$ cat config.mk
export PLATFORM = sky130hd
export DESIGN_NAME = mux_scan_ctrl
export DESIGN_NICKNAME = d
export VERILOG_FILES = /design/src/rtl/mux_scan_ctrl.sv
export SDC_FILE = /design/constraint.sdc
export NUM_CORES = 1
export LEC_CHECK = 0
export ABC_CLOCK_PERIOD_IN_PS = 2600
export CAP_MARGIN = 20
export CORE_ASPECT_RATIO = 0.75
export CORE_MARGIN = 1.5
export CORE_UTILIZATION = 45
export CTS_BUF_LIST = sky130_fd_sc_hd__clkbuf_4 sky130_fd_sc_hd__clkbuf_8 sky130_fd_sc_hd__clkbuf_16
export CTS_CLUSTER_DIAMETER = 150
export CTS_CLUSTER_SIZE = 16
export DETAILED_ROUTE_END_ITERATION = 10
export PLACE_DENSITY = 0.71
export REMOVE_ABC_BUFFERS = 1
export SLEW_MARGIN = 30
export SYNTH_ARGS = -nofsm -noshare
export SYNTH_HDL_FRONTEND = slang
export SYNTH_SLANG_ARGS = --single-unit
$ cat constraint.sdc
create_clock -name clk -period 2.6 [get_ports clk]
set_input_delay 0.26 -clock clk [delete_from_list [all_inputs] [get_ports clk]]
set_output_delay 0.26 -clock clk [all_outputs]
set_load 0.05 [all_outputs]
$ cat src/rtl/mux_scan_ctrl.sv
// Scans an external 8-to-1 mux channel by channel and assembles the samples into one 8-bit word.
// Optional parity output is built only when SCAN_PARITY_EN is defined.
module mux_scan_ctrl #(
  parameter int unsigned SETTLE_CYCLES = 2
) (
  input  logic       clk,
  input  logic       rst_n,
  input  logic       start,
  input  logic       mux_f,
  output logic [2:0] sel,
  output logic       busy,
  output logic       word_valid,
  input  logic       word_ready,
`ifdef SCAN_PARITY_EN
  output logic       parity,
`endif
  output logic [7:0] word
);

  localparam logic [3:0] CntLoad = 4'(SETTLE_CYCLES - 1);

  typedef enum logic [1:0] {StIdle, StSettle, StSample, StValid} state_e;

  state_e     state_q;
  logic [3:0] cnt_q;

  always_ff @(posedge clk or negedge rst_n) begin
    if (!rst_n) begin
      state_q    <= StIdle;
      cnt_q      <= 4'd0;
      sel        <= 3'd0;
      word       <= 8'h00;
      busy       <= 1'b0;
      word_valid <= 1'b0;
`ifdef SCAN_PARITY_EN
      parity     <= 1'b0;
`endif
    end else begin
      unique case (state_q)
        StIdle: begin
          if (start) begin
            sel     <= 3'd0;
            word    <= 8'h00;
            cnt_q   <= CntLoad;
            busy    <= 1'b1;
            state_q <= StSettle;
`ifdef SCAN_PARITY_EN
            parity  <= 1'b0;
`endif
          end
        end
        StSettle: begin
          if (cnt_q == 4'd0) begin
            state_q <= StSample;
          end else begin
            cnt_q <= cnt_q - 4'd1;
          end
        end
        StSample: begin
          word[sel] <= mux_f;
          if (sel != 3'd7) begin
            sel     <= sel + 3'd1;
            cnt_q   <= CntLoad;
            state_q <= StSettle;
          end else begin
            state_q    <= StValid;
            word_valid <= 1'b1;
`ifdef SCAN_PARITY_EN
            // word[7] is still zero here; the bit arriving this edge is mux_f.
            parity     <= ^{mux_f, word[6:0]};
`endif
          end
        end
        StValid: begin
          if (word_ready) begin
            state_q    <= StIdle;
            word_valid <= 1'b0;
            busy       <= 1'b0;
            sel        <= 3'd0;
          end
        end
        default: begin
          state_q <= StIdle;
        end
      endcase
    end
  end

endmodule

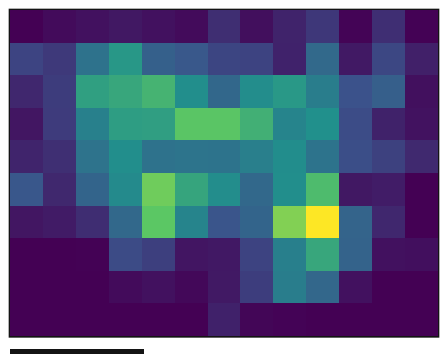
*Signal metal coverage by tile, run 1*
The bar under the picture is 20 um long. 13 x 10 tiles, from dark purple (low) to yellow (high), scaled to the fullest tile. Values are wire area over tile area, all layers added.
fullest tile: 0.59
mean over tiles: 0.14
emptiest ninth of the die: south-west
GR Util All Layers: 0.188
vias: 1,040
WL/cell: 15.4 um
final WL: 2.76 mm

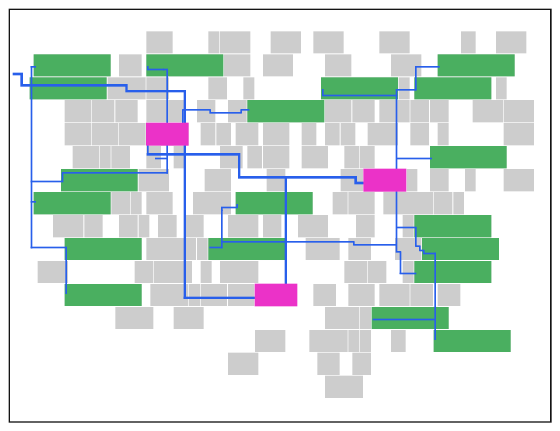
*Clock network drawn from the DEF, run 1*
legend:
  blue:
    item: clock wires
    length: 281 um
  green:
    item: flip-flops
    count: 19
  magenta:
    item: clock-net drivers
    count: 3
routed clock nets: 4

==> Changelog: implementation, run 1 <==
## Flow update

- Status: finished clean
- Inverters: 14
- Top Layer Used: met4
- Largest cells by area after synthesis: dfrtp_1, ha_1, inv_1
- Final ANT Viol Nets: 0
- Biggest register: word
- Die boundary height: about 49 um
- Logic share of the area: 0.454
- Total clock sinks: 19
- Row count: 16
- Setup TNS: 0 ns
- Yosys simple share: 0.187
- Clk Tree Root Cell: clkbuf_8
- Placed cell areas: 0.00143 mm^2
- Design Area, Final: 0.00148 mm^2
- Largest regs: word x8, cnt_q x4, sel x3
- Maximum VDD drop: between 0.0006 and 0.0007 V
- Leakage: slightly above 0.6 nW
- Initial antenna violation count: 0
- M1 GR Usage: 0.251
- Critical Path, Cell by Cell: clkdlybuf4s50_1
- Tot Pwr: ~1.8 mW
- Distinct cells, synth: 40
- Hold Crit Class: primary input to asynchronous set/reset pin
- Global route total overflow: 0
- Detailed router's first-iteration violation count: 38
- Commonest cells post-synth: dfrtp_1, inv_1, ha_1
- Initial Utilization: 0.478
- Commonest Layout Cell: dfrtp_1
- Crit share post-route: 0.771
- Largest cell class by area: logic gates
- Antenna cells: 0
- Drc violations: 0
- Reg2reg path depth: 5
- Longest Clk Path Bufs: 2
- Worst-margin pin slew: 0.603 ns
- Crit path to: sel[2]
- Buffer share of cell area: 0.128
- Sequential power: 0.487 mW
- Layout Nets: ~160
- Vias in the first global route: ~1,000
- Pint: 0.926 mW
- Top-area cell share: 0.379
- Ys async rst share: 1.00
- Met3 Usage GRT: 0.0558
- Sequential cell fraction of total power: 0.270
- Buf+Inv Stages, Crit Path: 1
- Worst R2R Start: state_q[1]
- First-pass GRT wire length: between 4 and 5 mm
- CP Data Required Time: 2.34 ns
- Storage element area: 475 um^2
- Worst-Skew Late Latency: 0.26 ns
- Buffers excl. clock: 20
- P_clk: approximately 0.21 mW
- CTS Hold Buffers Added: 0
- R2R Setup Slk: 0.66 ns
- Crit Path Class: register to primary output
- Crit path capture type: primary output
- CLK BUF: 3
- Fraction of area in registers: 0.321
- Busiest grt layer: met2
- Slowest cell on the critical path: clkdlybuf4s50_1
- Most common reg cell: dfrtp_1
- Layout Skew: about 0.0064 ns
- Critical Path Source: sel[2]
- Count of final setup violators: 0
- FMAX: 499 MHz
- IO Port Bufs: 17
- Synth Instances: between 100 and 150
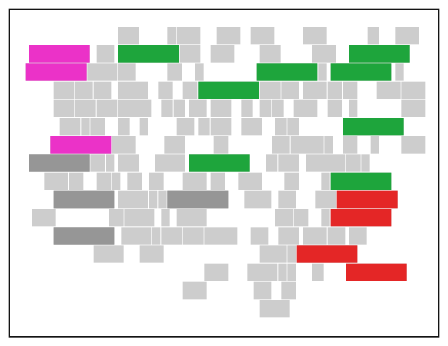
*Register map, names as in the netlist, run 1*
legend:
  red:
    netlist_name: cnt_q
    sequential_cells: 4
  green:
    netlist_name: word
    sequential_cells: 8
  magenta:
    netlist_name: sel
    sequential_cells: 3

### Drive-strength map, run 1

The bar under the picture is 20 um long.
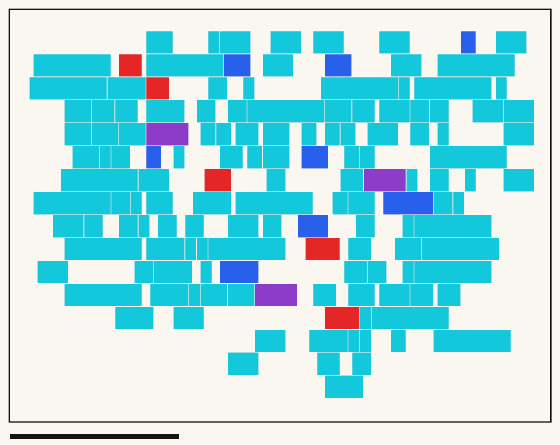

## Run 2: what changed since run 1
Settings changed: ABC_CLOCK_PERIOD_IN_PS 2600 to 1900.
Clock period 2.6 ns to 1.9 ns, I/O delays scaled along.
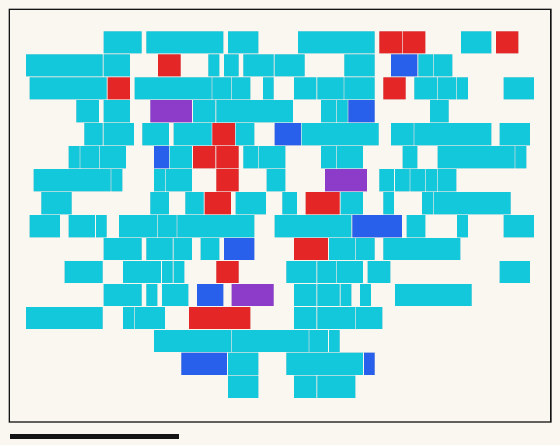
*Drive-strength map, run 2*
The bar under the picture is 20 um long.
legend:
  purple:
    size: x6 and larger
    cells: 3
    share: 2.0%
  cyan:
    size: x1 and smaller
    cells: 121
    share: 82%
  blue:
    size: x2
    cells: 9
    share: 6.1%
  red:
    size: x3 and x4
    cells: 15
    share: 10%

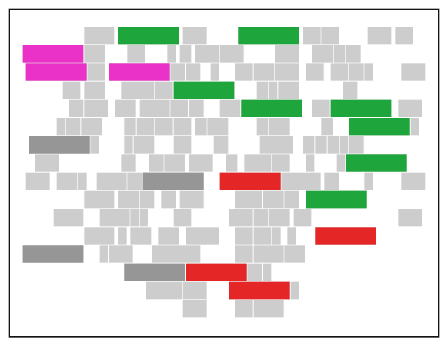
*Register map, names as in the netlist, run 2*
legend:
  magenta:
    netlist_name: sel
    sequential_cells: 3
  green:
    netlist_name: word
    sequential_cells: 8
  red:
    netlist_name: cnt_q
    sequential_cells: 4
    where: south
not coloured: 4
Final Util: 0.583
storage element area: 475 um^2

==> run 2 against run 1 <==
Via count up 2.7%; combinational power up 47%; flip-flop count unchanged; wire length up 0.91%; setup slack worse by 0.55 ns; die area unchanged; highest routed layer unchanged.
==> Changelog: implementation, run 2 <==
## Flow update

- Top Layer Used: met4
- Global route total overflow: 0 (unchanged)
- CTS Hold Buffers Added: 0 (unchanged)
- Clk Tree Root Cell: clkbuf_8
- Crit path to: cnt_q[0]
- Met3 Usage GRT: 0.0419 (-0.0140)
- Pint: 1.33 mW (+43%)
- P_clk: 0.288 mW (+36%)
- Placed cell areas: 0.00147 mm^2 (+2.6%)
- Layout Nets: 163 (+3.2%)
- WL/cell: 15.1 um (-1.8%)
- Worst-margin pin slew: 0.498 ns (-0.105 ns)
- Top-area cell share: 0.379 (unchanged)
- Reg2reg path depth: 5 (unchanged)
- Status: finished clean
- Critical Path, Cell by Cell: inv_1, ha_1, nor2b_2, or3_4, o211a_1
- Synth Instances: 127 (unchanged)
- Leakage: 0.651 nW (+5.6%)
- Crit path capture type: register
- Worst R2R End: cnt_q[0]
- M1 GR Usage: 0.245 (-0.00668)
- Longest Clk Path Bufs: 2 (unchanged)
- Hold Crit Class: primary input to asynchronous set/reset pin
- Vias: 1,068 (+2.7%)
- Antenna cells: 0 (unchanged)
- Largest regs: word x8, cnt_q x4, sel x3
- Maximum VDD drop: 0.000850 V (+41%)
- Initial antenna violation count: 0 (unchanged)
- Design Area, Final: 0.00153 mm^2 (+3.3%)
- Worst-Skew Late Latency: 0.26 ns (about the same)
- Detailed router's first-iteration violation count: 67 (+76%)
- Commonest cells post-synth: dfrtp_1, inv_1, ha_1
- Layout Skew: 0.00577 ns (-0.000577 ns)
- Final WL: 2.78 mm (+0.91%)
- Crit share post-route: 0.977
- Row count: 16 (unchanged)
- Ys async rst share: 1.00 (unchanged)
- Count of final setup violators: 0 (unchanged)
- Distinct cells, synth: 40 (unchanged)
- Sequential cell fraction of total power: 0.254 (-0.016)
- Slowest cell on the critical path: or3_4
- Tot Pwr: 2.56 mW (+42%)
- CP Data Required Time: 2.06 ns (-0.28 ns)
- Sequential power: 0.649 mW (+33%)
- Biggest register: word
- Crit Path Class: register to register
- Worst R2R Start: state_q[1]
- Most common reg cell: dfrtp_1
- Fraction of area in registers: 0.311 (-0.0102)
- Total clock sinks: 19 (unchanged)
- Initial Utilization: 0.478 (unchanged)
- Busiest grt layer: met2
- Buf+Inv Stages, Crit Path: 1 (unchanged)
- Final ANT Viol Nets: 0 (unchanged)
- CLK BUF: 3 (unchanged)
- R2R Setup Slk: 0.04 ns (-0.62 ns)
- Drc violations: 0 (unchanged)
- Clock-cell share of area: 0.0303
- Buffer share of cell area: 0.146 (+0.0172)
- Critical Path Source: state_q[1]
- GR Util All Layers: 0.189 (+0.000807)
- Commonest Layout Cell: dfrtp_1
- First-pass GRT wire length: 4.60 mm (+1.7%)
Power figures rest on the tool's default switching activity, not on a simulated workload.
